Fig. 1: run 1, sequential cells coloured by netlist name
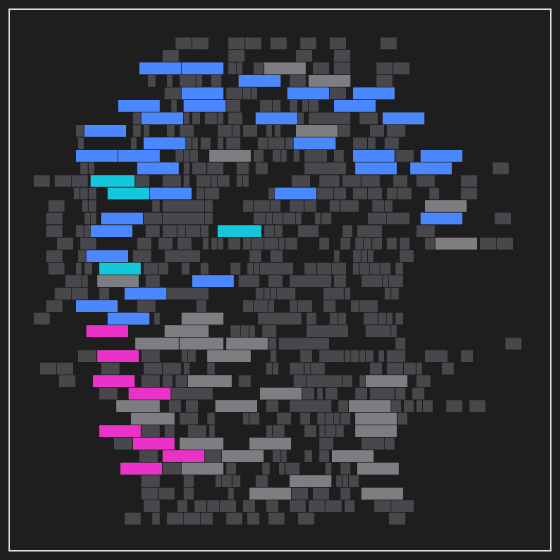
Fig. 2: run 1, routed clock nets over the placement
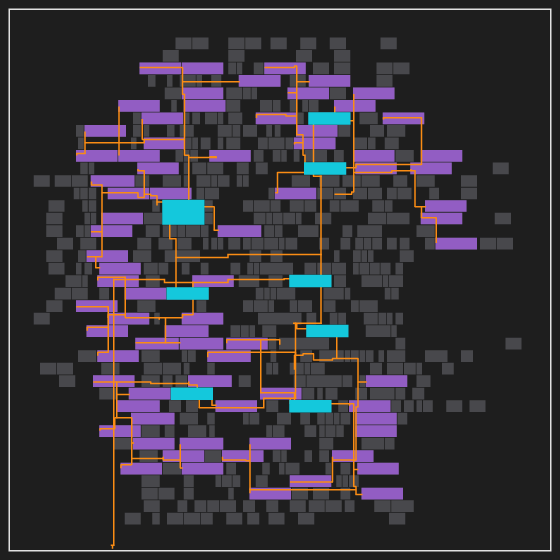
Fig. 3: run 1, track usage over the die
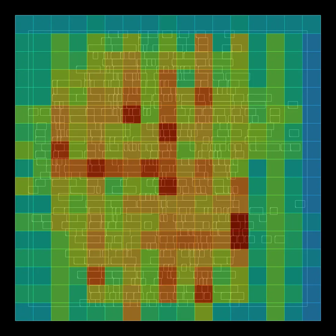
`config.mk`:
```
export PLATFORM = sky130hd
export DESIGN_NAME = partitioned_cache_set
export DESIGN_NICKNAME = d
export VERILOG_FILES = /design/src/rtl/partitioned_cache_set.sv
export SDC_FILE = /design/constraint.sdc
export NUM_CORES = 1
export LEC_CHECK = 0
export CAP_MARGIN = 0
export CORE_MARGIN = 5
export CORE_UTILIZATION = 35
export CTS_CLUSTER_SIZE = 24
export DETAILED_ROUTE_END_ITERATION = 10
export PLACE_DENSITY = 0.69
export SLEW_MARGIN = 5
export SYNTH_ARGS = -nofsm -noshare
export SYNTH_HDL_FRONTEND = slang
export SYNTH_SLANG_ARGS = --single-unit
export TNS_END_PERCENT = 50
```
`constraint.sdc`:
```
create_clock -name clk -period 3.5 [get_ports clk]
set_input_delay 0.525 -clock clk [delete_from_list [all_inputs] [get_ports clk]]
set_output_delay 0.525 -clock clk [all_outputs]
set_load 0.1 [all_outputs]
```
`src/rtl/partitioned_cache_set.sv`:
```
// Way-partitioned, NRU-replaced cache set responding to OS/user requests.
// Ports: clk, reset_n; req_* in (valid/ready); rsp_* out (valid/ready); state taps *_o.
module partitioned_cache_set #(
    parameter int NUM_WAYS   = 8,
    parameter int ADDR_WIDTH = 4,
    localparam int WAY_W     = $clog2(NUM_WAYS)
) (
    input  logic                           clk,
    input  logic                           reset_n,
    input  logic                           req_valid,
    output logic                           req_ready,
    input  logic                           req_os,
    input  logic [NUM_WAYS-1:0]            req_hitmap,
    input  logic [ADDR_WIDTH-1:0]          req_addr,
    output logic                           rsp_valid,
    input  logic                           rsp_ready,
    output logic                           rsp_hit,
    output logic [WAY_W-1:0]               rsp_way,
    output logic [NUM_WAYS-1:0]            policy_hitmap_o,
    output logic [NUM_WAYS-1:0]            metadata_o,
    output logic [ADDR_WIDTH*NUM_WAYS-1:0] all_tags_o,
    output logic [NUM_WAYS-1:0]            all_valid_o
);

    typedef enum logic [1:0] {
        IDLE,
        LOOKUP,
        RESP
    } state_t;

    state_t state_q, state_d;

    logic [NUM_WAYS-1:0]   policy_q;
    logic [NUM_WAYS-1:0]   valid_q;
    logic [NUM_WAYS-1:0]   meta_q;
    logic [ADDR_WIDTH-1:0] tags_q [NUM_WAYS];

    logic                  os_q;
    logic [NUM_WAYS-1:0]   hitmap_q;
    logic [ADDR_WIDTH-1:0] addr_q;

    logic                  hit;
    logic [WAY_W-1:0]      hit_way;
    logic                  has_inv;
    logic [WAY_W-1:0]      inv_way;
    logic                  has_nru;
    logic [WAY_W-1:0]      nru_way;
    logic [WAY_W-1:0]      pol_way;
    logic [WAY_W-1:0]      victim;
    logic [WAY_W-1:0]      acc_way;
    logic [NUM_WAYS-1:0]   acc_onehot;
    logic [NUM_WAYS-1:0]   meta_set;
    logic [NUM_WAYS-1:0]   meta_next;

    // Held low during reset so nothing is accepted until reset_n rises.
    assign req_ready = (state_q == IDLE) && reset_n;
    assign rsp_valid = (state_q == RESP);

    always_ff @(posedge clk or negedge reset_n) begin
        if (!reset_n) state_q <= IDLE;
        else          state_q <= state_d;
    end

    always_comb begin
        state_d = state_q;
        unique case (state_q)
            IDLE:    if (req_valid) state_d = LOOKUP;
            LOOKUP:  state_d = RESP;
            RESP:    if (rsp_ready) state_d = IDLE;
            default: state_d = IDLE;
        endcase
    end

    // Descending scans leave the lowest qualifying index in each result.
    always_comb begin
        hit     = 1'b0;
        hit_way = '0;
        has_inv = 1'b0;
        inv_way = '0;
        has_nru = 1'b0;
        nru_way = '0;
        pol_way = '0;
        for (int i = NUM_WAYS - 1; i >= 0; i--) begin
            if (policy_q[i]) begin
                pol_way = WAY_W'(i);
                if (valid_q[i] && tags_q[i] == addr_q) begin
                    hit     = 1'b1;
                    hit_way = WAY_W'(i);
                end
                if (!valid_q[i]) begin
                    has_inv = 1'b1;
                    inv_way = WAY_W'(i);
                end
                if (!meta_q[i]) begin
                    has_nru = 1'b1;
                    nru_way = WAY_W'(i);
                end
            end
        end
    end

    always_comb begin
        victim     = has_inv ? inv_way : (has_nru ? nru_way : pol_way);
        acc_way    = hit ? hit_way : victim;
        acc_onehot = NUM_WAYS'(1) << acc_way;
        meta_set   = meta_q | acc_onehot;
        // Saturated partition: keep only the touched way referenced.
        if ((meta_set & policy_q) == policy_q)
            meta_next = (meta_q & ~policy_q) | acc_onehot;
        else
            meta_next = meta_set;
    end

    always_ff @(posedge clk or negedge reset_n) begin
        if (!reset_n) begin
            policy_q <= '1;
            valid_q  <= '0;
            meta_q   <= '0;
            for (int i = 0; i < NUM_WAYS; i++) tags_q[i] <= '0;
            os_q     <= 1'b0;
            hitmap_q <= '0;
            addr_q   <= '0;
            rsp_hit  <= 1'b0;
            rsp_way  <= '0;
        end else begin
            if (req_valid && req_ready) begin
                os_q     <= req_os;
                hitmap_q <= req_hitmap;
                addr_q   <= req_addr;
            end
            if (state_q == LOOKUP) begin
                if (os_q) begin
                    if (hitmap_q != '0) policy_q <= hitmap_q;
                    rsp_hit <= 1'b0;
                    rsp_way <= '0;
                end else begin
                    if (!hit) begin
                        tags_q[victim]  <= addr_q;
                        valid_q[victim] <= 1'b1;
                    end
                    meta_q  <= meta_next;
                    rsp_hit <= hit;
                    rsp_way <= acc_way;
                end
            end
        end
    end

    assign policy_hitmap_o = policy_q;
    assign metadata_o      = meta_q;
    assign all_valid_o     = valid_q;

    for (genvar g = 0; g < NUM_WAYS; g++) begin : g_tags
        assign all_tags_o[ADDR_WIDTH*g +: ADDR_WIDTH] = tags_q[g];
    end

endmodule

```
==> Slide: Implementation Results, run 1 <==
Key Metrics from the Run

STA
  – Clk_skew: a little under 0.009 ns
  – Final WS setup: 0.183 ns
  – RSZ-0062 raised after global routing: no
  – Fin Hold WS: 0.107 ns
  – Worst-Margin Slew: between 0.9 and 1 ns
  – Max-slew violation count: 0

Run status
  – Status: finished, final reports clean

Critical path
  – Worst r2r dst: metadata_o[1]
  – Worst Setup Path Type: reg -> reg
  – CP max stage delay: 0.54 ns
  – Critical Path Stages: 10
  – Crit start category: flop
  – Delay-heaviest family, CP: simple AND/OR/NAND/NOR gates
  – Slowest cell on crit path: or4_4

Clock tree
  – Clock Path Buffers: 2
  – Clk slew on worst S/H paths: around 0.060 ns
  – # hold bufs at CTS: 0
  – Clk root buf: clkbuf_16
  – Cts repair resizes: 0
  – CTS tree: yes
  – Num CTS Buffers: 9
  – CTS H-tree depth: 3

Routing
  – DR iter-0 viols: 151
  – Met3 routed WL: ~570 um
  – DRC Markers: 0
  – Max layer used: met4
  – WL met1: about 5400 um
  – WL met2: 5580 um
  – Via/cell ratio: 5.35
  – DRT Wirelength: 11700 um
  – Initial DRT Pass Iterations: 4

Synth
  – EDFF count, synth: 0
  – Ys async rst share: 100%
  – Mux frac, synth: 7.53%
  – Cell taking the most area after synthesis: dfrtp_1
  – Synth flops: 75
  – Top cells by area, synth: dfrtp_1 (42%), mux2_2 (7.5%), dfstp_2 (5.2%), nand2_1 (4.4%), o21ai_0 (4.1%)
  – Adder share: 0%
  – Area share, top type: 41.5%
  – Synth Area in Simple Gates: between 20% and 30%
  – Seq share, synth: a little under half
  – Mapped cell area: 0.00404 mm2

Job
  – Total tool warning count: 26

Layout
  – Largest cell class: multi-input combinational cells
  – # diodes: 0
  – Top cells excl fill/tap: clkdlybuf4s50_1 (67), dfrtp_1 (65), nand2_1 (47)
  – Flip-flops: 75
  – Most frequent logic cell in the layout: clkdlybuf4s50_1
  – Comb gate area: 0.00204 mm2
  – Post-route cell area: about 0.0053 mm2
  – Layout cells sized above 1: 22.0%
  – # fillers: 1060
  – Clock Buffer Count: 12
  – Non-Clock Buffer Count: roughly 94
  – Max reg flops: 32
  – Area growth syn-to-layout: 32.1%

Floorplan
  – Die Y: 117 um
  – Core utilization at floorplan: 35.5%
  – Rows: 39
  – # Taps: 143
  – Die Wd: 117 um

GRT
  – First-pass GRT wire length: 19000 um
  – Met3 GRT Util: roughly 2.9%
  – Largest net degree at the start of global routing: 62
  – Met2 Use GR: 26.6%

Worst hold path
  – Hold crit path type: in -> async

Place
  – Place WS: 0.206 ns
  – Placed Instance Area: between 0.005 and 0.006 mm2
  – GP Congestion: 0.901
Notes on Fig. 1 above:
name in the netlist	colour	sequential cells
hitmap_q	magenta	8
all_tags_o	blue	32
addr_q	cyan	4
flop share of the area: 35.4%
FF/Latch Area: 0.00189 mm2
fin util: 46.9%

Notes on Fig. 2 above:
[flip-flops] purple | count: 75
[clock-net drivers] cyan | count: 9
[clock wires] orange | length: 968 um
routed clock nets	10

Notes on Fig. 3 above:
global-route usage over all layers: 16.9%
WL/cell: 18.4 um

==> run 1: synthesized netlist by cell type, types with 2 or more instances <==
cell,count
inv_1,16
buf_4,2
a222oi_1,2
or4_4,2
buf_2,5
dfrtp_1,67
dfstp_2,8
a22oi_1,3
a31oi_1,11
o211ai_1,3
a21oi_1,10
nor3b_2,2
a211oi_1,2
clkbuf_1,6
o31ai_1,2
o21bai_1,3
o21ai_0,33
nor2b_1,10
nand4_1,4
nand3_1,6
xnor2_1,8
mux2_2,27
nor2b_4,4
and3_1,2
or2_2,4
o41ai_1,3
nor4_1,5
nand2_1,47
nor3_1,11
and2_1,5
nand2b_1,14
xor2_1,18
nor2_1,17
nand3b_1,2
a22o_1,2
nor4_4,2
==> run 2: changes to the inputs <==
--- a/config.mk
+++ b/config.mk
@@ -11,7 +11,6 @@
 export CTS_CLUSTER_SIZE = 24
 export DETAILED_ROUTE_END_ITERATION = 10
 export PLACE_DENSITY = 0.69
-export SLEW_MARGIN = 5
 export SYNTH_ARGS = -nofsm -noshare
 export SYNTH_HDL_FRONTEND = slang
 export SYNTH_SLANG_ARGS = --single-unit
==> constraint.sdc (replaced) <==
create_clock -name clk -period 3.9 [get_ports clk]
set_input_delay 0.585 -clock clk [delete_from_list [all_inputs] [get_ports clk]]
set_output_delay 0.585 -clock clk [all_outputs]
set_load 0.1 [all_outputs]
Fig. 4: run 2, track usage over the die
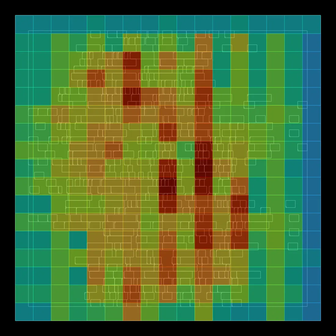
WL/cell: 18.1 um
GRT Max-Usage Layer: met2
met1 global-route usage: 22.3%

Fig. 5: run 2, sequential cells coloured by netlist name
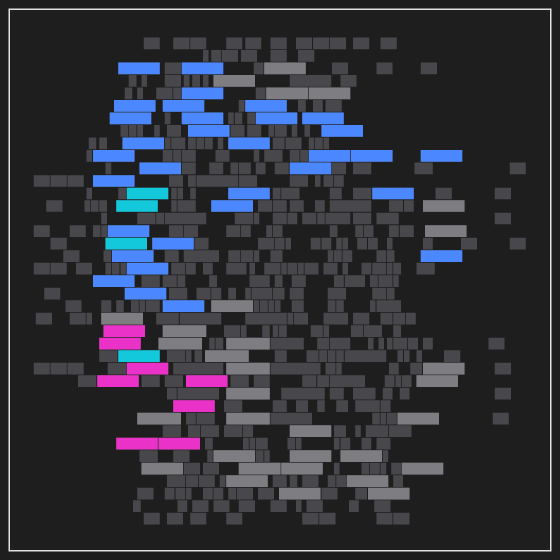
name in the netlist	colour	sequential cells
addr_q	cyan	4
hitmap_q	magenta	8
all_tags_o	blue	32

==> run 2 against run 1 <==
Net effect:
- non-clock buffer count decreased by 11
- register-to-register slack improved by 0.07 ns
- die size unchanged
- critical path type unchanged
==> Slide: Implementation Results, run 2 <==
Key Metrics from the Run

Synth
  – Mapped cell area: 0.00404 mm2 (unchanged)
  – Mean Syn Cell Area: 10.3 um2
  – Cell taking the most area after synthesis: dfrtp_1
  – Synth flops: 75 (unchanged)
  – Commonest cells in the netlist: dfrtp_1 (67), nand2_1 (47), o21ai_0 (33)
  – Ys async rst share: 100% (unchanged)
  – Area share, top type: 41.5% (unchanged)
  – Synth top cell by count: dfrtp_1
  – Seq share, synth: 46.7% (unchanged)

Layout
  – Fin util: 46.6% (-0.35 points)
  – Clock Buffer Count: 10 (-2)
  – Most frequent logic cell in the layout: clkdlybuf4s50_1
  – Max reg flops: 32 (unchanged)
  – Flop share of the area: 35.6% (+0.22 points)
  – # diodes: 0 (unchanged)
  – Largest cell class: multi-input combinational cells
  – Layout cells sized above 1: 17.9% (-4.1 points)
  – Comb gate area: 0.00203 mm2 (-0.37%)
  – FF/Latch Area: 0.00189 mm2 (-0.13%)
  – Flip-flops: 75 (unchanged)
  – Non-Clock Buffer Count: 83 (-12%)
  – Logic share of the area: between 30% and 40%
  – # fillers: 1041 (-1.8%)
  – Clock network share of area: 6.19%
  – Top cells excl fill/tap: clkdlybuf4s50_1 (76), dfrtp_1 (67), nand2_1 (47)
  – Area growth syn-to-layout: 31.1%

Place
  – Place WS: 0.273 ns (+0.0672 ns)
  – Placed Instance Area: 0.00497 mm2 (-1.2%)
  – GP Congestion: 0.933 (+3.6%)

Clock tree
  – Clk slew on worst S/H paths: 0.06 ns (about the same)
  – Setup Buffers After CTS: 0
  – CTS H-tree depth: 3 (unchanged)
  – # hold bufs at CTS: 0 (unchanged)
  – CTS sink cnt: 75
  – Cts repair resizes: 0 (unchanged)
  – Num CTS Buffers: 9 (unchanged)
  – Clk root buf: clkbuf_16
  – Clock Path Buffers: 2 (unchanged)
  – CTS tree: yes

Critical path
  – WP data arrival: 3.85 ns
  – Delay-heaviest family, CP: simple AND/OR/NAND/NOR gates
  – Slowest cell on crit path: dfrtp_1
  – Crit path DRT: 4.10 ns
  – Worst Setup Path Type: reg -> reg
  – Crit start category: flop
  – CP max stage delay: 0.68 ns (+0.14 ns)

Routing
  – DRC Markers: 0 (unchanged)
  – Via/cell ratio: 5.44 (+1.6%)
  – DRT Wirelength: 11300 um (-3.1%)
  – Initial DRT Pass Iterations: 7 (+3)
  – DR iter-0 viols: 220 (+46%)

GRT
  – First-pass GRT wire length: 18900 um (-0.69%)
  – Largest net degree at the start of global routing: 62 (unchanged)
  – Global-route usage over all layers: 16.8% (-0.11 points)
  – Met3 GRT Util: 3.22% (+0.29 points)
  – Met2 Use GR: 26.8% (+0.28 points)

Floorplan
  – Core utilization at floorplan: 35.5% (unchanged)
  – Die Wd: 117 um (unchanged)
  – # Taps: 143 (unchanged)
  – Die Y: 117 um (unchanged)
  – Rows: 39 (unchanged)

STA
  – RSZ-0062 raised after global routing: no
  – Max-slew violation count: 0 (unchanged)
  – Final WS setup: 0.249 ns (+0.0659 ns)
  – Worst-Margin Slew: 1.21 ns (+0.223 ns)
  – Clk_skew: 0.00592 ns (-0.00289 ns)
  – Fin Hold WS: 0.152 ns (+0.0450 ns)

Job
  – Total tool warning count: 26 (unchanged)

Run status
  – Status: finished, final reports clean
==> run 2: cell families after synthesis <==
family	synth area share (%)
xor gates and xnor gates	5.64
DFF	46.7
muxes	7.53
AOI/OAI and AO/OA	16.2
buffers and inverters	3.04
and+or+nand+nor	20.9
==> run 2: worst paths after layout <==
kind	from	depth (start not counted)	end	slack, ns
worst min-delay path	reset_n	1	state_q[1]	0.15
worst min register to register	rsp_way[2]	2	rsp_way[2]	0.48
min in group clk	rsp_way[2]	2	rsp_way[2]	0.48
max in group asynchronous	reset_n	2	all_tags_o[10]	2.67
worst max register to register	addr_q[2]	11	metadata_o[4]	0.25
worst max-delay path	addr_q[2]	11	metadata_o[4]	0.25
==> run 2: metal layers <==
layer	vias to the layer above	routed length, um
li1	1579	-
met1	1691	4920
met2	101	5560
met3	16	646
met4	0	167
met5	-	0
==> run 3: changes to the inputs <==
--- a/config.mk
+++ b/config.mk
@@ -5,12 +5,13 @@
 export SDC_FILE = /design/constraint.sdc
 export NUM_CORES = 1
 export LEC_CHECK = 0
-export CAP_MARGIN = 0
+export CAP_MARGIN = 20
 export CORE_MARGIN = 5
 export CORE_UTILIZATION = 35
 export CTS_CLUSTER_SIZE = 24
 export DETAILED_ROUTE_END_ITERATION = 10
 export PLACE_DENSITY = 0.69
+export RECOVER_POWER = 100
 export SYNTH_ARGS = -nofsm -noshare
 export SYNTH_HDL_FRONTEND = slang
 export SYNTH_SLANG_ARGS = --single-unit
Fig. 6: run 3, routed clock nets over the placement
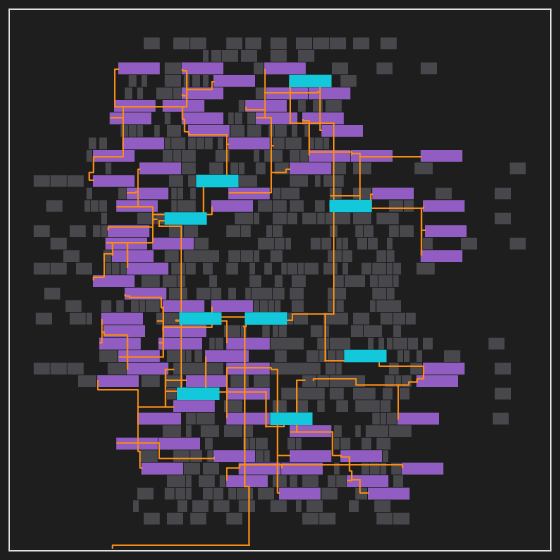
[clock-net drivers] cyan | count: 9
[flip-flops] purple | count: 75
[clock wires] orange | length: 987 um
routed clock nets	10
clk_skew: 0.00598 ns
Latency at later pin: 0.34 ns

Fig. 7: run 3, the metal 1 layer
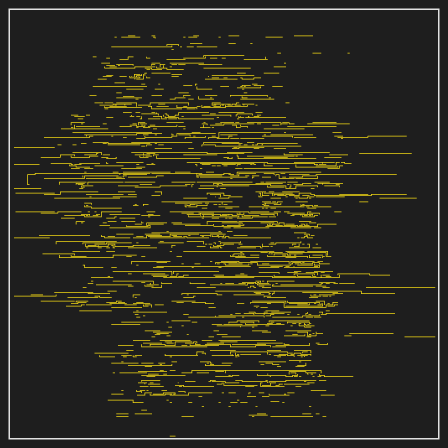
wire length on this layer	4820 um
main direction	horizontal

==> run 3 against run 2 <==
Net effect:
- die size did not move
- sequential share of layout area grew 0.15 points
- highest routed layer unchanged
- clock-buffer cell count stayed put
- first-iteration DRC count rose by 2.7%
- critical endpoint unchanged
- critical path depth did not move
- final cell count is 0.16% higher
- clock skew barely moved
- utilization fell by 0.20 points
- critical path type unchanged
- synthesized cell count stayed put
==> Slide: Implementation Results, run 3 <==
Key Metrics from the Run

Layout
  – Flip-flops: 75 (unchanged)
  – Area growth syn-to-layout: 30.5%
  – # diodes: 0 (unchanged)
  – Largest cell class: multi-input combinational cells
  – Flop share of the area: 35.8% (+0.15 points)
  – Logic share of the area: 38.2% (-0.12 points)
  – Non-Clock Buffer Count: 84 (+1.2%)
  – FF/Latch Area: 0.00189 mm2 (unchanged)
  – Comb gate area: 0.00201 mm2 (-0.74%)
  – # fillers: 1048 (+0.67%)

Routing
  – WL/cell: 18.1 um (about the same)
  – WL met1: 4820 um (-2.1%)
  – DRT Wirelength: 11300 um (+0.20%)
  – DRC Markers: 0 (unchanged)
  – WL met2: 5590 um (+0.61%)

Synth
  – Seq share, synth: 46.7% (unchanged)
  – Synth top cell by count: dfrtp_1
  – Cell taking the most area after synthesis: dfrtp_1
  – Mapped cell area: 0.00404 mm2 (unchanged)
  – Ys async rst share: 100% (unchanged)
  – Synth Area in Simple Gates: 20.9% (unchanged)
  – Area share, top type: 41.5% (unchanged)
  – Synth flops: 75 (unchanged)
  – Mean Syn Cell Area: 10.3 um2 (unchanged)

Floorplan
  – Core utilization at floorplan: 35.5% (unchanged)
  – Die Wd: 117 um (unchanged)
  – Rows: 39 (unchanged)
  – # Taps: 143 (unchanged)

STA
  – Max-slew violation count: 0 (unchanged)
  – Final WS setup: 0.272 ns (+0.0232 ns)
  – Fin Hold WS: 0.322 ns (+0.170 ns)
  – RSZ-0062 raised after global routing: no

Critical path
  – Reg2reg path depth: 11 (unchanged)
  – Crit path to: metadata_o[4]
  – CP max stage delay: 0.73 ns (+0.05 ns)

Clock tree
  – CTS H-tree depth: 3 (unchanged)
  – Cts repair resizes: 0 (unchanged)
  – Setup Buffers After CTS: 0 (unchanged)
  – CTS tree: yes
  – Clk root buf: clkbuf_16
  – Clock Path Buffers: 2 (unchanged)
  – CTS sink cnt: 75 (unchanged)

GRT
  – Largest net degree at the start of global routing: 62 (unchanged)
  – GRT Max-Usage Layer: met2
  – Met3 GRT Util: 3.22% (unchanged)
  – Global-route usage over all layers: 16.8% (unchanged)
  – Met2 Use GR: 26.8% (unchanged)

Place
  – Placed Instance Area: 0.00497 mm2 (unchanged)

Run status
  – Status: finished, final reports clean
[run 3: cell families after synthesis]
family                 Yosys count
flip-flops                      75
multiplexers                    27
AND-OR/OR-AND                   91
XOR/XNOR                        26
AND/OR/NAND/NOR                146
buffers and inverters           29
